**config.mk**
```make
export PLATFORM = sky130hd
export DESIGN_NAME = mem_port_arbiter
export DESIGN_NICKNAME = d
export VERILOG_FILES = /design/src/rtl/riscv_pkg.sv /design/src/rtl/arb_pick.sv /design/src/rtl/mem_port_arbiter.sv
export SDC_FILE = /design/constraint.sdc
export NUM_CORES = 1
export LEC_CHECK = 0
export CAP_MARGIN = 30
export CORE_ASPECT_RATIO = 0.6
export CORE_MARGIN = 3
export CORE_UTILIZATION = 37
export CTS_BUF_LIST = sky130_fd_sc_hd__clkbuf_2 sky130_fd_sc_hd__clkbuf_4 sky130_fd_sc_hd__clkbuf_8
export CTS_CLUSTER_SIZE = 28
export DETAILED_ROUTE_END_ITERATION = 16
export GPL_TIMING_DRIVEN = 0
export PLACE_DENSITY = 0.88
export SLEW_MARGIN = 5
export SYNTH_ARGS = -nofsm -noshare
export SYNTH_HDL_FRONTEND = slang
export SYNTH_SLANG_ARGS = --single-unit
```
**constraint.sdc**
```tcl
create_clock -name clk -period 1.4 [get_ports clk]
set_input_delay 0.35 -clock clk [delete_from_list [all_inputs] [get_ports clk]]
set_output_delay 0.35 -clock clk [all_outputs]
set_load 0.05 [all_outputs]
```
**src/rtl/riscv_pkg.sv**
```systemverilog
// riscv_pkg: shared arbiter state/owner types and default tuning constants
package riscv_pkg;
    typedef enum logic {IDLE, ACCESS} arb_state_t;
    typedef enum logic {OWN_FETCH, OWN_DATA} arb_owner_t;
    localparam int ARB_STARVE_MAX = 4;
    localparam int ARB_TIMEOUT = 255;
endpackage

```
**src/rtl/arb_pick.sv**
```systemverilog
// arb_pick: combinational owner selection, data first unless fetch has starved
module arb_pick
    import riscv_pkg::*;
(
    input  logic       if_req,
    input  logic       d_req,
    input  logic       starved,
    output logic       valid,
    output arb_owner_t owner
);
    assign valid = if_req | d_req;
    assign owner = (d_req && !(if_req && starved)) ? OWN_DATA : OWN_FETCH;
endmodule

```
**src/rtl/mem_port_arbiter.sv**
```systemverilog
// mem_port_arbiter: shares one variable-latency memory port between fetch and load/store
module mem_port_arbiter
    import riscv_pkg::*;
#(
    parameter int DATA_W     = 32,
    parameter int STARVE_MAX = ARB_STARVE_MAX,
    parameter int TIMEOUT    = ARB_TIMEOUT
) (
    input  logic              clk,
    input  logic              reset,
    input  logic              if_req,
    input  logic [DATA_W-1:0] if_addr,
    output logic              if_gnt,
    output logic              if_rvalid,
    input  logic              d_req,
    input  logic              d_we,
    input  logic [DATA_W-1:0] d_addr,
    input  logic [DATA_W-1:0] d_wdata,
    output logic              d_gnt,
    output logic              d_rvalid,
    output logic [DATA_W-1:0] rsp_rdata,
    output logic              rsp_err,
    output logic              mem_req,
    output logic              mem_we,
    output logic [DATA_W-1:0] mem_addr,
    output logic [DATA_W-1:0] mem_wdata,
    input  logic              mem_ready,
    input  logic [DATA_W-1:0] mem_rdata
);
    localparam int TW = $clog2(TIMEOUT + 2);
    arb_state_t    state;
    arb_owner_t    owner;
    logic [3:0]    starve_cnt;
    logic [TW-1:0] tmo_cnt;
    logic          pick_valid;
    arb_owner_t    pick_owner;
    logic          tmo_hit;
    arb_pick u_pick (
        .if_req  (if_req),
        .d_req   (d_req),
        .starved (starve_cnt == 4'(STARVE_MAX)),
        .valid   (pick_valid),
        .owner   (pick_owner)
    );
    // this cycle is the TIMEOUT-th without mem_ready; a same-cycle ready still wins
    assign tmo_hit = (TIMEOUT != 0) && (tmo_cnt == TW'(TIMEOUT - 1));
    always_ff @(posedge clk or negedge reset) begin
        if (!reset) begin
            state      <= IDLE;
            owner      <= OWN_FETCH;
            starve_cnt <= '0;
            tmo_cnt    <= '0;
            if_gnt     <= 1'b0;
            d_gnt      <= 1'b0;
            if_rvalid  <= 1'b0;
            d_rvalid   <= 1'b0;
            rsp_rdata  <= '0;
            rsp_err    <= 1'b0;
            mem_req    <= 1'b0;
            mem_we     <= 1'b0;
            mem_addr   <= '0;
            mem_wdata  <= '0;
        end else begin
            if_gnt    <= 1'b0;
            d_gnt     <= 1'b0;
            if_rvalid <= 1'b0;
            d_rvalid  <= 1'b0;
            rsp_rdata <= '0;
            rsp_err   <= 1'b0;
            if (state == IDLE) begin
                if (pick_valid) begin
                    owner   <= pick_owner;
                    mem_req <= 1'b1;
                    tmo_cnt <= '0;
                    state   <= ACCESS;
                    if (pick_owner == OWN_DATA) begin
                        d_gnt     <= 1'b1;
                        mem_we    <= d_we;
                        mem_addr  <= d_addr;
                        mem_wdata <= d_wdata;
                        // data can only beat a waiting fetch below STARVE_MAX, so this saturates
                        if (if_req)
                            starve_cnt <= starve_cnt + 4'd1;
                    end else begin
                        if_gnt     <= 1'b1;
                        mem_we     <= 1'b0;
                        mem_addr   <= if_addr;
                        mem_wdata  <= '0;
                        starve_cnt <= '0;
                    end
                end
            end else if (mem_ready || tmo_hit) begin
                mem_req   <= 1'b0;
                mem_we    <= 1'b0;
                if_rvalid <= owner == OWN_FETCH;
                d_rvalid  <= owner == OWN_DATA;
                rsp_err   <= !mem_ready;
                rsp_rdata <= (mem_ready && !mem_we) ? mem_rdata : '0;
                state     <= IDLE;
            end else begin
                tmo_cnt <= tmo_cnt + TW'(1);
            end
        end
    end
endmodule

```
==> Slide: Implementation Results, run 1 <==
Synthesis and Place & Route Summary

Yosys
  – Synth Net Count: just over 500
  – MUX share of area: 0.0708
  – FFs w/ async S/R, synth: 1.00
  – Synth Cell Area: ~4700 um^2
  – Number of enable flip-flop cells: 0
  – Main logic family after synthesis: AND-OR/OR-AND gates
  – Yosys stat area: around 4700 um^2
  – XOR/XNOR Fraction of Synth Area: 0.00373
  – Avg Inst Size Synth: 12.4 um^2
  – Synth Area in Adders: 0.0106
  – Synth Warn #: 0
  – Yosys stat cell total: 379
  – Post-synthesis cell count: 379
  – Register share after synthesis: 0.628

Run status
  – Status: complete, but fails checks
  – Failing checks: negative setup slack

Clock network
  – Late-Pin Clk Latency: 0.42 ns
  – Maximum level of the CTS H-tree: 4
  – Postcts setup bufs: 20
  – Resized Gates After CTS: 616
  – Total CTS buffers: 17
  – Worst-path clk slew: 0.08 ns

Die
  – Row count: 31
  – Tapcells: 165
  – Die area: 14100 um^2

Cells and area
  – Filler cell count: 888
  – Clkbuf count: 22
  – Layout cell share with drive strength beyond 1: 0.340
  – Top cell category: sequential cells
  – Comb gate area: 1850 um^2
  – Final #Nets: 804
  – Clock-cell share of area: 0.0513
  – Flip-flops: 118
  – Commonest Layout Cell: clkdlybuf4s50_1
  – Top cells excl fill/tap: clkdlybuf4s50_1, dfrtp_1, buf_4
  – Flop share of the area: 0.358

Setup path
  – Worst setup EP type: flip-flop
  – CP required: 1.69 ns
  – Worst Setup Path Type: flip-flop to flip-flop
  – WP depth: 8
  – CP max FO: 5
  – Crit path largest cell delay: 0.40 ns
  – Crit-path cells: inv_2, ha_4, nand4b_1, nand2_4, buf_4, buf_16, mux2i_1, o21ai_1

Final timing
  – Setup TNS: -22.18 ns
  – Fmax: 559 MHz
  – Final Setup Violations: around 80
  – Least-Margin Pin Slew: 0.537 ns
  – Final WS setup: -0.390 ns

Power
  – Design Power: about 15000 uW
  – Sw Ratio: 0.424
  – Combinational power: 7180 uW
  – PwrDens: about 1800 nW/um^2
  – Sequential cell power: 4840 uW
  – Peak VDD IR: 0.905 mV
  – Int Pwr: 8780 uW
  – Switching pwr: 6450 uW
  – Clock network power: between 3000 and 4000 uW
  – Logic pwr share: 0.471

GRT
  – GR Util met3: 0.0833
  – First-pass GRT wire length: 23300 um
  – Pin count of the biggest net entering global routing: approximately 65
  – Vias in the first global route: 4460
  – Gr busiest metal: met2
  – Global routing met1 resource utilization: 0.244

Placement
  – Pre-CTS setup slack: -0.963 ns
  – Dpl hpwl: 11000 um
  – Final GP Congestion: 0.786

Job
  – Tool warning count: 31

Detailed routing
  – Vias post-DR: between 4000 and 5000
  – Wire per inst: 18.8 um
  – Top Layer Used: met4
  – WL met3: 1640 um
  – Initial DRT Pass Iterations: 4
  – Vias per inst: approximately 4.9

Min path
  – Tightest Hold Check Type: input pin to asynchronous set/reset pin
[run 1: per-stage QoR]
stage / instance area [um^2] / hold WS (ns) / cells / util
3_5_place_dp: 7340 / 0.344 / 781 / 0.601
3_3_place_gp: 7320 / 0.412 / 780 / 0.599
5_1_grt: 8240 / 0.435 / 844 / 0.674
2_1_floorplan: 4750 / 0.0544 / 379 / -
4_1_cts: 7780 / 0.404 / 837 / 0.637
6_report: 8240 / 0.449 / 845 / 0.675
[run 1: path summary, 6_finish.rpt]
path / from / endpoint / slack, ns
max in group asynchronous: reset / mem_wdata[18]$_DFFE_PN0P_ / 0.22
max reg2reg: starve_cnt[1]$_DFFE_PN0P_ / mem_addr[10]$_DFFE_PN0P_ / -0.39
min: reset / rsp_rdata[21]$_DFF_PN0_ / 0.45
min reg2reg: owner$_DFFE_PN0P_ / if_rvalid$_DFF_PN0_ / 0.45
min in group clk: d_req / if_gnt$_DFF_PN0_ / 0.45
max: starve_cnt[1]$_DFFE_PN0P_ / mem_addr[10]$_DFFE_PN0P_ / -0.39
[run 1: synth_stat cells (all sizes together) (3+ instances only)]
| library cell | instances | area share |
|---|---|---|
| ha | 4 | 0.011 |
| buf | 16 | 0.027 |
| a21oi | 5 | 0.0061 |
| and2 | 32 | 0.043 |
| nand4 | 3 | 0.0040 |
| o21ai | 35 | 0.037 |
| nand2 | 40 | 0.032 |
| clkbuf | 9 | 0.0072 |
| mux2i | 31 | 0.066 |
| a22o | 33 | 0.062 |
| nor2 | 11 | 0.014 |
| nand3 | 3 | 0.0032 |
| dfrtp | 118 | 0.63 |
| a31oi | 6 | 0.0080 |
| inv | 6 | 0.0053 |
[run 1: registers in the layout, summed over array words and instances (netlist names), 4 cells and up]
name	count
tmo_cnt	9
mem_wdata	32
starve_cnt	4
mem_addr	32
rsp_rdata	32
Figure 1. Power grid (run 1).
(4 px per um) Pins as bars on the die edge.
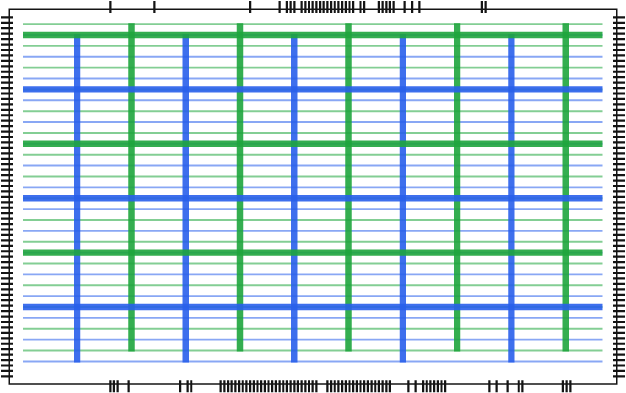
legend:
  green:
    net: VDD
  blue:
    net: VSS
met4 straps: 10
rows: 31
met1 rails: 32

Figure 2. Zoomed window (run 1).
Region (51, 40) to (101, 90) um. Cells in grey, sequential cells in the stronger grey; small squares are vias.
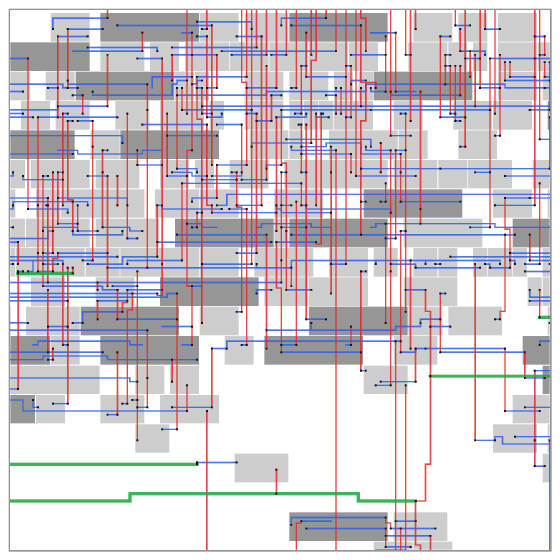
legend:
  blue:
    layer: met1
  green:
    layer: met3
  red:
    layer: met2
most frequent: clkdlybuf4s50_1 (18), dfrtp_1 (16)
cells with their middle in the window: 117
sequential cells in the window: 16
netlist names of flops here include: `mem_addr` (6), `tmo_cnt` (3)

Figure 3. Wire density map (run 1).
(3 px per um) The die is cut into 30 by 19 equal tiles; dark purple is low, yellow is high, scaled to the fullest tile. Values are wire area over tile area, all layers added.
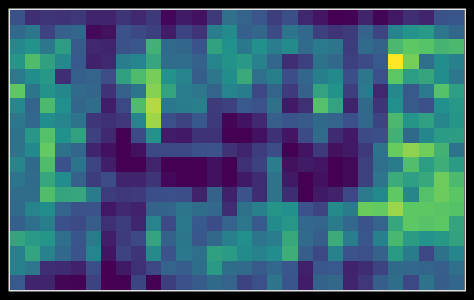
tiles over half the peak: 19%
nearly empty tiles: 5.1%
emptiest ninth of the die: centre

==> inputs of run 2 (changes only) <==
Settings changed: CTS_BUF_LIST sky130_fd_sc_hd__clkbuf_2 sky130_fd_sc_hd__clkbuf_4 sky130_fd_sc_hd__clkbuf_8 to sky130_fd_sc_hd__clkbuf_8.
Figure 4. Wire density map (run 2).
(3 px per um) The die is cut into 30 by 19 equal tiles; dark purple is low, yellow is high, scaled to the fullest tile. Values are wire area over tile area, all layers added.
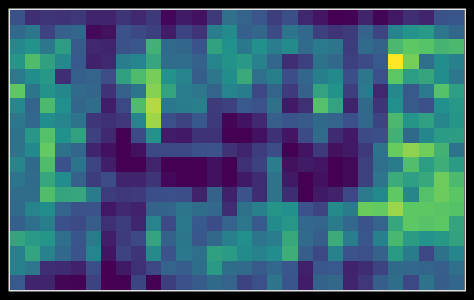
fullest tile: 0.56
mean over tiles: 0.19
emptiest ninth of the die: centre
tiles over half the peak: 19%
nearly empty tiles: 5.1%
WL final: 15900 um
vias post-DR: 4145

Figure 5. Cell outlines without signal wires (run 2).
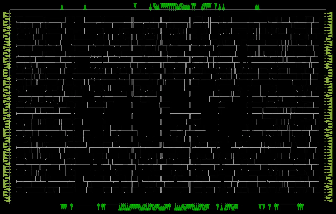
core box area: 12200 um^2
Layout Cells excl Fill: 845

==> run 2 against run 1 <==
Against the previous run:
- the flow still finishes with violations (negative setup slack)
- area after synthesis is the same
- fmax is the same
- sequential share of layout area is the same
- worst setup slack stayed put
- first-iteration DRC count is the same
- non-clock buffer count unchanged
- register-to-register slack about the same
- die size unchanged
- critical path type unchanged
- largest power group unchanged
==> Slide: Implementation Results, run 2 <==
Synthesis and Place & Route Summary

Yosys
  – Synth Warn #: 0 (unchanged)
  – Synth Cell Area: 4700 um^2 (unchanged)
  – Main logic family after synthesis: AND-OR/OR-AND gates
  – Most frequent cell after synthesis: dfrtp_1
  – Area leader, netlist: dfrtp_1
  – Avg Inst Size Synth: 12.4 um^2 (unchanged)
  – Most instantiated cells after synthesis: dfrtp_1, nand2_1, a22o_1, and2_1, mux2i_1
  – Synth Area in Adders: 0.0106 (unchanged)
  – XOR/XNOR Fraction of Synth Area: 0.00373 (unchanged)
  – Number of enable flip-flop cells: 0 (unchanged)
  – Top cells, area: dfrtp_1, mux2i_1, a22o_1

GRT
  – First-pass GRT wire length: 23300 um (unchanged)
  – Pin count of the biggest net entering global routing: 65 (unchanged)

Setup path
  – CP max FO: 5 (unchanged)
  – WP depth: 8 (unchanged)
  – Crit path largest cell delay: 0.40 ns (about the same)
  – FF-to-FF Start: starve_cnt[1]$_DFFE_PN0P_
  – Worst reg-to-reg setup slack: -0.39 ns (about the same)
  – Critical path launch point: starve_cnt[1]$_DFFE_PN0P_
  – Worst Setup Path Type: flip-flop to flip-flop
  – Crit-path cells: inv_2, ha_4, nand4b_1, nand2_4, buf_4, buf_16, mux2i_1, o21ai_1

Final timing
  – Least-Margin Pin Slew: 0.537 ns (unchanged)
  – Setup TNS: -22.18 ns (unchanged)
  – Worst hold margin: 0.449 ns (unchanged)
  – Final Setup Violations: 80 (unchanged)
  – Final WS setup: -0.390 ns (unchanged)

Die
  – Die area: 14100 um^2 (unchanged)

Power
  – Peak VDD IR: 0.905 mV (unchanged)

Job
  – Tool warning count: 31 (unchanged)

Placement
  – Dpl cells: 781 (unchanged)
  – DP Area: 7340 um^2 (unchanged)
  – Dpl hpwl: 11000 um (unchanged)

Clock network
  – Maximum level of the CTS H-tree: 4 (unchanged)
  – Worst-path clk slew: 0.08 ns (about the same)
  – Late-Pin Clk Latency: 0.42 ns (about the same)

Detailed routing
  – Vias per inst: 4.91 (unchanged)
  – Wire per inst: 18.8 um (unchanged)

Cells and area
  – Flip-flops: 118 (unchanged)
  – Top cells excl fill/tap: clkdlybuf4s50_1, dfrtp_1, buf_4
  – Filler cell count: 888 (unchanged)
  – Final Cell Area: 8240 um^2 (unchanged)
  – Top cell category: sequential cells
  – Fin util: 0.675 (unchanged)
  – Layout cell share with drive strength beyond 1: 0.340 (unchanged)
  – Flop share of the area: 0.358 (unchanged)

Run status
  – Status: complete, but fails checks
  – Failing checks: negative setup slack
==> run 2: cell counts after synthesis <==
Identical to the previous run, type by type.
==> run 2: where the power goes <==
part | total [uW] | switching (uW) | leakage, uW | internal (uW)
sequential | 4840 | 573 | 0.00153 | 4270
clock | 3220 | 1390 | 0.000211 | 1830
combinational | 7180 | 4490 | 0.00214 | 2690
total | 15200 | 6450 | 0.00388 | 8780
==> run 2: routing by layer <==
| metal | vias to the layer above | track usage | wire, um |
|---|---|---|---|
| met5 | - | 0 | 0 |
| met4 | 0 | 0.0605 | 153 |
| met3 | 15 | 0.0833 | 1640 |
| met2 | 193 | 0.379 | 8090 |
| met1 | 2035 | 0.244 | 6030 |
| li1 | 1902 | - | - |
==> run 2: worst min path at each step <==
stage	slack, ns	cells after the start	end	start
global route	0.44	2	if_gnt$_DFF_PN0_	d_req
floorplan	0.05	0	d_gnt$_DFF_PN0_	reset
finish	0.45	2	rsp_rdata[21]$_DFF_PN0_	reset
global placement	0.41	1	if_rvalid$_DFF_PN0_	owner$_DFFE_PN0P_
detailed placement	0.34	1	rsp_rdata[28]$_DFF_PN0_	reset
CTS	0.40	2	if_gnt$_DFF_PN0_	d_req
==> run 2: repair_timing <==
| action | CTS | global route |
|---|---|---|
| hold buffers | 1 | 0 |
| pin swaps | 12 | 5 |
| endpoints found under the setup margin | 187 | 173 |
| resized | 616 | 110 |
| buffers inserted | 20 | 11 |
| endpoints found under the hold margin | 54 | 0 |
| cloned | 3 | 0 |
Power is estimated from default activity; no workload was simulated.
